===== src/rtl/sr_flag_arbiter_if.sv =====
// Handshake and status bundle between two SR-flag requesters and the arbiter.
interface sr_flag_arbiter_if #(
  parameter int NBITS = 8,
  parameter int IDXW  = 3
);
  logic             req_a;
  logic [1:0]       cmd_a;
  logic [IDXW-1:0]  idx_a;
  logic             gnt_a;
  logic             req_b;
  logic [1:0]       cmd_b;
  logic [IDXW-1:0]  idx_b;
  logic             gnt_b;
  logic [NBITS-1:0] q;
  logic [NBITS-1:0] qbar;
  logic             busy;
  logic             err;
  logic [3:0]       err_cnt;

  modport master (
    output req_a, cmd_a, idx_a,
    output req_b, cmd_b, idx_b,
    input  gnt_a, gnt_b,
    input  q, qbar, busy, err, err_cnt
  );

  modport slave (
    input  req_a, cmd_a, idx_a,
    input  req_b, cmd_b, idx_b,
    output gnt_a, gnt_b,
    output q, qbar, busy, err, err_cnt
  );
endinterface


===== src/rtl/sr_flag_arbiter.sv =====
// Round-robin arbiter granting two requesters set/reset access
// to a shared SR flag bank, one command per three cycles.
module sr_flag_arbiter #(
  parameter int NBITS = 8,
  parameter int IDXW  = 3
) (
  input  logic           clk,
  input  logic           rst_n,
  sr_flag_arbiter_if.slave bus
);

  typedef enum logic [1:0] {
    IDLE   = 2'd0,
    GRANT  = 2'd1,
    UPDATE = 2'd2
  } state_e;

  localparam logic [1:0] CMD_CLR = 2'b01;
  localparam logic [1:0] CMD_SET = 2'b10;
  localparam logic [1:0] CMD_ILL = 2'b11;

  state_e           state_q, state_d;
  logic             prio_b_q, prio_b_d;
  logic             win_q, win_d;
  logic [1:0]       cmd_q, cmd_d;
  logic [IDXW-1:0]  idx_q, idx_d;
  logic [NBITS-1:0] q_q, q_d;
  logic             err_q, err_d;
  logic [3:0]       cnt_q, cnt_d;

  logic             pick_b;
  logic [31:0]      idx_ext;
  logic             idx_ok;
  logic [NBITS-1:0] sel;
  logic [NBITS-1:0] q_upd;
  logic             bad;

  assign idx_ext = 32'(idx_q);
  assign idx_ok  = idx_ext < 32'(NBITS);

  // Out-of-range index or illegal command is rejected; bank untouched.
  always_comb begin
    sel   = '0;
    bad   = 1'b0;
    q_upd = q_q;
    for (int i = 0; i < NBITS; i++) begin
      sel[i] = (idx_ext == 32'(i));
    end
    unique case (1'b1)
      idx_ok && cmd_q == CMD_SET: q_upd = q_q | sel;
      idx_ok && cmd_q == CMD_CLR: q_upd = q_q & ~sel;
      !idx_ok || cmd_q == CMD_ILL: bad = 1'b1;
      default: ;
    endcase
  end

  always_comb begin
    state_d  = state_q;
    prio_b_d = prio_b_q;
    win_d    = win_q;
    cmd_d    = cmd_q;
    idx_d    = idx_q;
    q_d      = q_q;
    err_d    = 1'b0;
    cnt_d    = cnt_q;
    pick_b   = 1'b0;
    unique case (state_q)
      IDLE: begin
        if (bus.req_a || bus.req_b) begin
          pick_b   = bus.req_b && (!bus.req_a || prio_b_q);
          win_d    = pick_b;
          prio_b_d = !pick_b;
          cmd_d    = pick_b ? bus.cmd_b : bus.cmd_a;
          idx_d    = pick_b ? bus.idx_b : bus.idx_a;
          state_d  = GRANT;
        end
      end
      GRANT: begin
        state_d = UPDATE;
        q_d     = q_upd;
        err_d   = bad;
        if (bad && cnt_q != 4'hF) begin
          cnt_d = cnt_q + 4'd1;
        end
      end
      UPDATE: state_d = IDLE;
      default: state_d = IDLE;
    endcase
  end

  always_ff @(posedge clk or negedge rst_n) begin
    if (!rst_n) begin
      state_q  <= IDLE;
      prio_b_q <= 1'b0;
      win_q    <= 1'b0;
      cmd_q    <= '0;
      idx_q    <= '0;
      q_q      <= '0;
      err_q    <= 1'b0;
      cnt_q    <= '0;
    end else begin
      state_q  <= state_d;
      prio_b_q <= prio_b_d;
      win_q    <= win_d;
      cmd_q    <= cmd_d;
      idx_q    <= idx_d;
      q_q      <= q_d;
      err_q    <= err_d;
      cnt_q    <= cnt_d;
    end
  end

  assign bus.gnt_a   = (state_q == GRANT) && !win_q;
  assign bus.gnt_b   = (state_q == GRANT) && win_q;
  assign bus.busy    = (state_q != IDLE);
  assign bus.q       = q_q;
  assign bus.qbar    = ~q_q;
  assign bus.err     = err_q;
  assign bus.err_cnt = cnt_q;

endmodule


===== src/flat_wrapper.sv =====
// flat-port wrapper written by rule: the top's interface ports become plain ports
module sr_flag_arbiter_flat 
#(
  parameter int NBITS = 8,
  parameter int IDXW  = 3
)
  (clk, rst_n, bus_req_a, bus_cmd_a, bus_idx_a, bus_req_b, bus_cmd_b, bus_idx_b, bus_gnt_a, bus_gnt_b, bus_q, bus_qbar, bus_busy, bus_err, bus_err_cnt);
  sr_flag_arbiter_if #(.NBITS(NBITS), .IDXW(IDXW)) bus_i ();
  input  logic clk;
  input  logic rst_n;
  input wire logic [$bits(bus_i.req_a)-1:0] bus_req_a;
  input wire logic [$bits(bus_i.cmd_a)-1:0] bus_cmd_a;
  input wire logic [$bits(bus_i.idx_a)-1:0] bus_idx_a;
  input wire logic [$bits(bus_i.req_b)-1:0] bus_req_b;
  input wire logic [$bits(bus_i.cmd_b)-1:0] bus_cmd_b;
  input wire logic [$bits(bus_i.idx_b)-1:0] bus_idx_b;
  output wire logic [$bits(bus_i.gnt_a)-1:0] bus_gnt_a;
  output wire logic [$bits(bus_i.gnt_b)-1:0] bus_gnt_b;
  output wire logic [$bits(bus_i.q)-1:0] bus_q;
  output wire logic [$bits(bus_i.qbar)-1:0] bus_qbar;
  output wire logic [$bits(bus_i.busy)-1:0] bus_busy;
  output wire logic [$bits(bus_i.err)-1:0] bus_err;
  output wire logic [$bits(bus_i.err_cnt)-1:0] bus_err_cnt;
  assign bus_i.req_a = bus_req_a;
  assign bus_i.cmd_a = bus_cmd_a;
  assign bus_i.idx_a = bus_idx_a;
  assign bus_i.req_b = bus_req_b;
  assign bus_i.cmd_b = bus_cmd_b;
  assign bus_i.idx_b = bus_idx_b;
  assign bus_gnt_a = bus_i.gnt_a;
  assign bus_gnt_b = bus_i.gnt_b;
  assign bus_q = bus_i.q;
  assign bus_qbar = bus_i.qbar;
  assign bus_busy = bus_i.busy;
  assign bus_err = bus_i.err;
  assign bus_err_cnt = bus_i.err_cnt;
  sr_flag_arbiter #(.NBITS(NBITS), .IDXW(IDXW)) u_core (.clk(clk), .rst_n(rst_n), .bus(bus_i));
endmodule

===== config.mk =====
export PLATFORM = sky130hd
export DESIGN_NAME = sr_flag_arbiter_flat
export DESIGN_NICKNAME = d
export VERILOG_FILES = /design/src/rtl/sr_flag_arbiter_if.sv /design/src/rtl/sr_flag_arbiter.sv /design/src/flat_wrapper.sv
export SDC_FILE = /design/constraint.sdc
export NUM_CORES = 1
export LEC_CHECK = 0
export CAP_MARGIN = 15
export CORE_UTILIZATION = 25
export DETAILED_ROUTE_END_ITERATION = 8
export PLACE_DENSITY_LB_ADDON = 0.2
export SYNTH_ARGS = -nofsm -noshare
export SYNTH_HDL_FRONTEND = slang
export SYNTH_SLANG_ARGS = --single-unit

===== constraint.sdc =====
create_clock -name clk -period 2.6 [get_ports clk]
set_clock_uncertainty 0.2 [all_clocks]
set_input_delay 0.39 -clock clk [delete_from_list [all_inputs] [get_ports clk]]
set_output_delay 0.39 -clock clk [all_outputs]
set_load 0.02 [all_outputs]

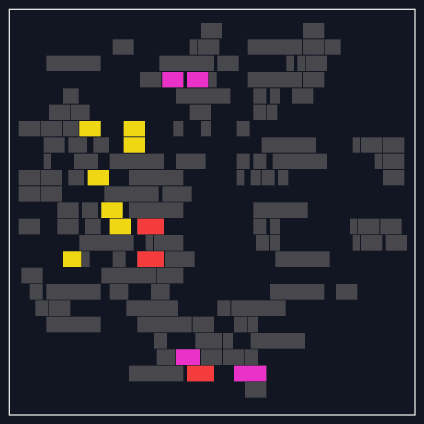
Fig. 1. Gate families picked out (run 1).
Scale: 6 px per µm.
magenta -> multiplexers  # cells 4
yellow -> AND-OR and OR-AND gates  # cells 7, where left middle
red -> adder and majority cells  # cells 3

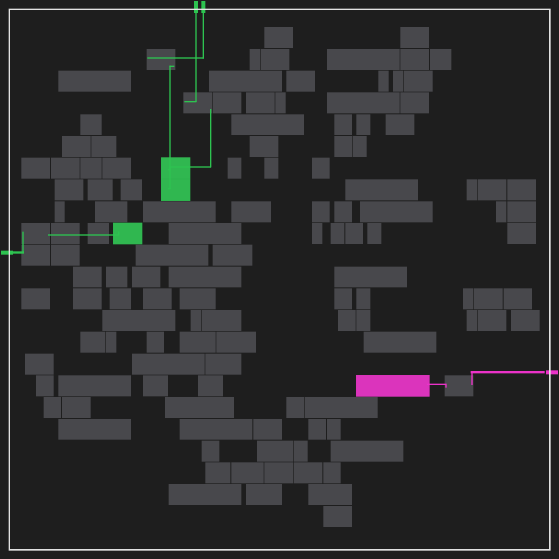
Fig. 2. Wires at chosen ports, followed through buffers (run 1).
Scale: 8 px per µm.
magenta -> `bus_err`  # bits 1, direction output, edge right, end cells 1, buffers 1, wire 13.1 µm
green -> `bus_idx_b`  # bits 3, direction input, edge 2 top, 1 left, end cells 3, buffers 3, wire 66.4 µm

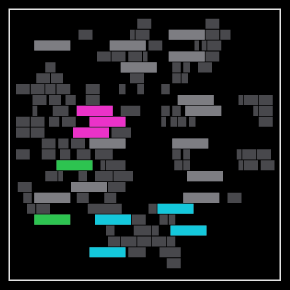
Fig. 3. Sequential cells coloured by netlist name (run 1).
Scale: 4 px per µm. Other sequential cells in the stronger grey, the rest of the logic in the fainter grey.
magenta -> `u_core.idx_q`  # flops 3
green -> `u_core.state_q`  # flops 2
cyan -> `u_core.bus.err_cnt`  # flops 4, where bottom middle
Seq area share: 35.8%
power in sequential cells: 0.000648 W
storage element area: 551 µm²
post-route core utilization: 37.9%

==> flow_results.xml, run 1 <==
<?xml version="1.0" encoding="UTF-8"?>
<metrics>
  <group name="outcome">
    <metric name="run_status" unit="">complete, no violations</metric>
  </group>
  <group name="drt">
    <metric name="remaining_drc_errors" unit="">0</metric>
    <metric name="dr.max_layer_used" unit="">met4</metric>
    <metric name="first_iter_violations" unit="">16</metric>
  </group>
  <group name="final_timing">
    <metric name="worst_slack" unit="ns">0.317</metric>
    <metric name="post-route-min-period" unit="ns">2.28</metric>
    <metric name="finalCritPeriodShare" unit="%">87.8</metric>
    <metric name="tightest_slew" unit="ns">0.464</metric>
    <metric name="timing.final.max_slew_violations" unit="">0</metric>
  </group>
  <group name="global_routing">
    <metric name="first_global_vias" unit="">745</metric>
    <metric name="grt_start_max_net_pins" unit="">23</metric>
    <metric name="gr-usage-all-layers" unit="%">10.3</metric>
    <metric name="grt_pass1_wl" unit="µm">3470</metric>
    <metric name="grt.met3_usage" unit="%">2.03</metric>
    <metric name="globalRouteMet2Util" unit="%">17.4</metric>
    <metric name="antenna_found_initial" unit="">0</metric>
    <metric name="globalRoute.totalOverflow" unit="">0</metric>
  </group>
  <group name="synth">
    <metric name="ys_async_sr_fraction" unit="%">100</metric>
    <metric name="ys_warn_count" unit="">0</metric>
    <metric name="synthCells" unit="">92</metric>
    <metric name="synth_top_flop_cell" unit="">sky130_fd_sc_hd__dfrtp_1</metric>
    <metric name="mappedNetlistArea" unit="mm²">0.00107</metric>
    <metric name="ys.flops" unit="">22</metric>
  </group>
  <group name="worst_hold_path">
    <metric name="timing.hold.worst.class" unit="">in -&gt; async</metric>
  </group>
  <group name="final_layout">
    <metric name="final_layout_top_logic_cells" unit="">sky130_fd_sc_hd__clkdlybuf4s50_1 (37), sky130_fd_sc_hd__dfrtp_1 (22), sky130_fd_sc_hd__inv_1 (11)</metric>
    <metric name="final-instance-count-excl-fill" unit="">180</metric>
    <metric name="layout.comb_gates.multi_input" unit="">55</metric>
    <metric name="antenna_cells_inserted" unit="">0</metric>
    <metric name="buffer_area_share" unit="%">24.6</metric>
    <metric name="combAreaFraction" unit="%">29.2</metric>
    <metric name="areaGrowthSynthToFinish" unit="%">43.8</metric>
    <metric name="final_layout_top_logic_cell" unit="">sky130_fd_sc_hd__clkdlybuf4s50_1</metric>
  </group>
  <group name="placement">
    <metric name="dpl_cell_area" unit="mm²">0.00148</metric>
    <metric name="place.gp.congestion" unit="">0.795</metric>
    <metric name="dp_hpwl" unit="µm">1630</metric>
  </group>
  <group name="die">
    <metric name="nWellTaps" unit="">50</metric>
    <metric name="die-height" unit="µm">67.4</metric>
    <metric name="fp.dieArea" unit="mm²">0.00454</metric>
    <metric name="floorplan.die.width" unit="µm">67.4</metric>
    <metric name="fp_util" unit="%">26.3</metric>
  </group>
  <group name="critical_path">
    <metric name="timing.critical_path.buf_inv" unit="">1</metric>
    <metric name="critical_path_arrival" unit="ns">1.69</metric>
    <metric name="critical_path.cell_chain" unit="">and2b_2, nor2b_1, clkdlybuf4s50_1</metric>
    <metric name="timing.critical_path.depth" unit="">3</metric>
  </group>
  <group name="power">
    <metric name="clkPwrFrac" unit="%">12.9</metric>
  </group>
  <group name="clocking">
    <metric name="holdBufCountCts" unit="">0</metric>
  </group>
</metrics>
--- run 2 (diff from run 1) ---
--- a/config.mk
+++ b/config.mk
@@ -7,8 +7,10 @@
 export LEC_CHECK = 0
 export CAP_MARGIN = 15
 export CORE_UTILIZATION = 25
+export CTS_CLUSTER_DIAMETER = 120
 export DETAILED_ROUTE_END_ITERATION = 8
 export PLACE_DENSITY_LB_ADDON = 0.2
+export RECOVER_POWER = 100
 export SYNTH_ARGS = -nofsm -noshare
 export SYNTH_HDL_FRONTEND = slang
 export SYNTH_SLANG_ARGS = --single-unit
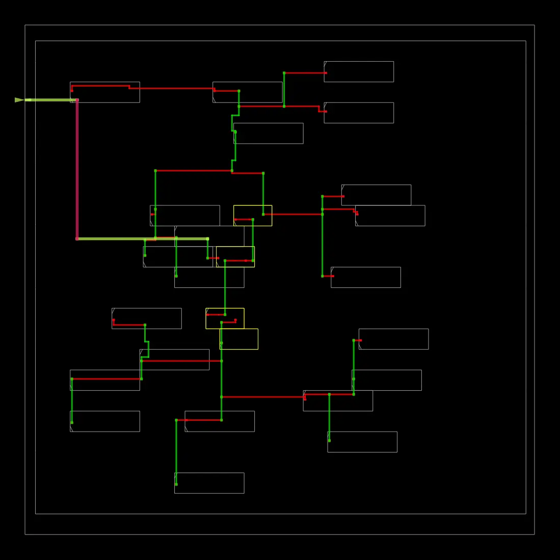
Fig. 4. Clock nets (run 2).
number of sinks driven by the clock tree: 22
number of clock buffers in the layout: 4
power drawn by the clock network: 0.000245 W
number of sequential storage elements: 22

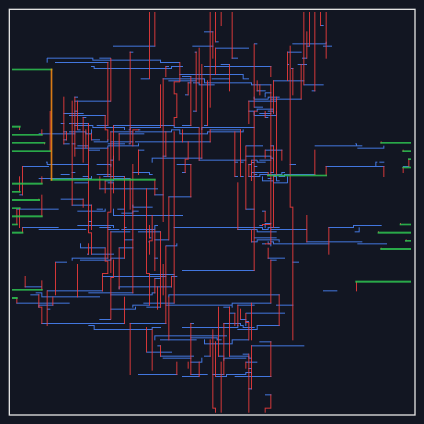
Fig. 5. Metal layers overlaid (run 2).
Scale: 6 px per µm.
blue -> metal 1  # wire length 994 µm
red -> metal 2  # wire length 1040 µm
orange -> metal 4  # wire length 18.4 µm
green -> metal 3  # wire length 104 µm

==> flow_results.xml, run 2 <==
<?xml version="1.0" encoding="UTF-8"?>
<metrics>
  <group name="die">
    <metric name="floorplan.die.width" unit="µm">67.4</metric>
    <metric name="die-height" unit="µm">67.4</metric>
    <metric name="fp.dieArea" unit="mm²">0.00454</metric>
    <metric name="fp_util" unit="%">26.3</metric>
    <metric name="nWellTaps" unit="">50</metric>
  </group>
  <group name="global_routing">
    <metric name="antenna_found_initial" unit="">0</metric>
    <metric name="globalRoute.totalOverflow" unit="">0</metric>
    <metric name="grt_pass1_wl" unit="µm">3470</metric>
    <metric name="globalRouteMet2Util" unit="%">17.4</metric>
    <metric name="grt_start_max_net_pins" unit="">23</metric>
    <metric name="gr-usage-all-layers" unit="%">10.3</metric>
    <metric name="first_global_vias" unit="">745</metric>
  </group>
  <group name="final_layout">
    <metric name="areaGrowthSynthToFinish" unit="%">41.5</metric>
    <metric name="final-instance-count-excl-fill" unit="">180</metric>
    <metric name="storage_element_area" unit="µm²">551</metric>
    <metric name="final_layout_top_logic_cells" unit="">sky130_fd_sc_hd__dlygate4sd3_1 (24), sky130_fd_sc_hd__dfrtp_1 (22), sky130_fd_sc_hd__clkdlybuf4s50_1 (13)</metric>
    <metric name="sh_seq_area" unit="%">36.4</metric>
    <metric name="final_util" unit="%">37.2</metric>
    <metric name="combAreaFraction" unit="%">28.3</metric>
  </group>
  <group name="power">
    <metric name="sequentialPower" unit="W">0.000634</metric>
  </group>
  <group name="final_timing">
    <metric name="post-route-min-period" unit="ns">2.30</metric>
    <metric name="timing.final.max_slew_violations" unit="">0</metric>
    <metric name="worst_slack" unit="ns">0.301</metric>
    <metric name="finalCritPeriodShare" unit="%">88.4</metric>
    <metric name="tightest_slew" unit="ns">1.21</metric>
  </group>
  <group name="drt">
    <metric name="first_iter_violations" unit="">20</metric>
    <metric name="dr.max_layer_used" unit="">met4</metric>
    <metric name="remaining_drc_errors" unit="">0</metric>
  </group>
  <group name="synth">
    <metric name="synthCells" unit="">92</metric>
    <metric name="mappedNetlistArea" unit="mm²">0.00107</metric>
    <metric name="ys.flops" unit="">22</metric>
    <metric name="synth_top_flop_cell" unit="">sky130_fd_sc_hd__dfrtp_1</metric>
    <metric name="ys_warn_count" unit="">0</metric>
  </group>
  <group name="worst_hold_path">
    <metric name="timing.hold.worst.class" unit="">reg -&gt; reg</metric>
  </group>
  <group name="clocking">
    <metric name="holdBufCountCts" unit="">0</metric>
  </group>
  <group name="placement">
    <metric name="place.gp.congestion" unit="">0.795</metric>
    <metric name="dpl_cell_area" unit="mm²">0.00148</metric>
  </group>
  <group name="critical_path">
    <metric name="timing.critical_path.depth" unit="">3</metric>
  </group>
  <group name="outcome">
    <metric name="run_status" unit="">complete, no violations</metric>
  </group>
</metrics>
Power is estimated from default activity; no workload was simulated.
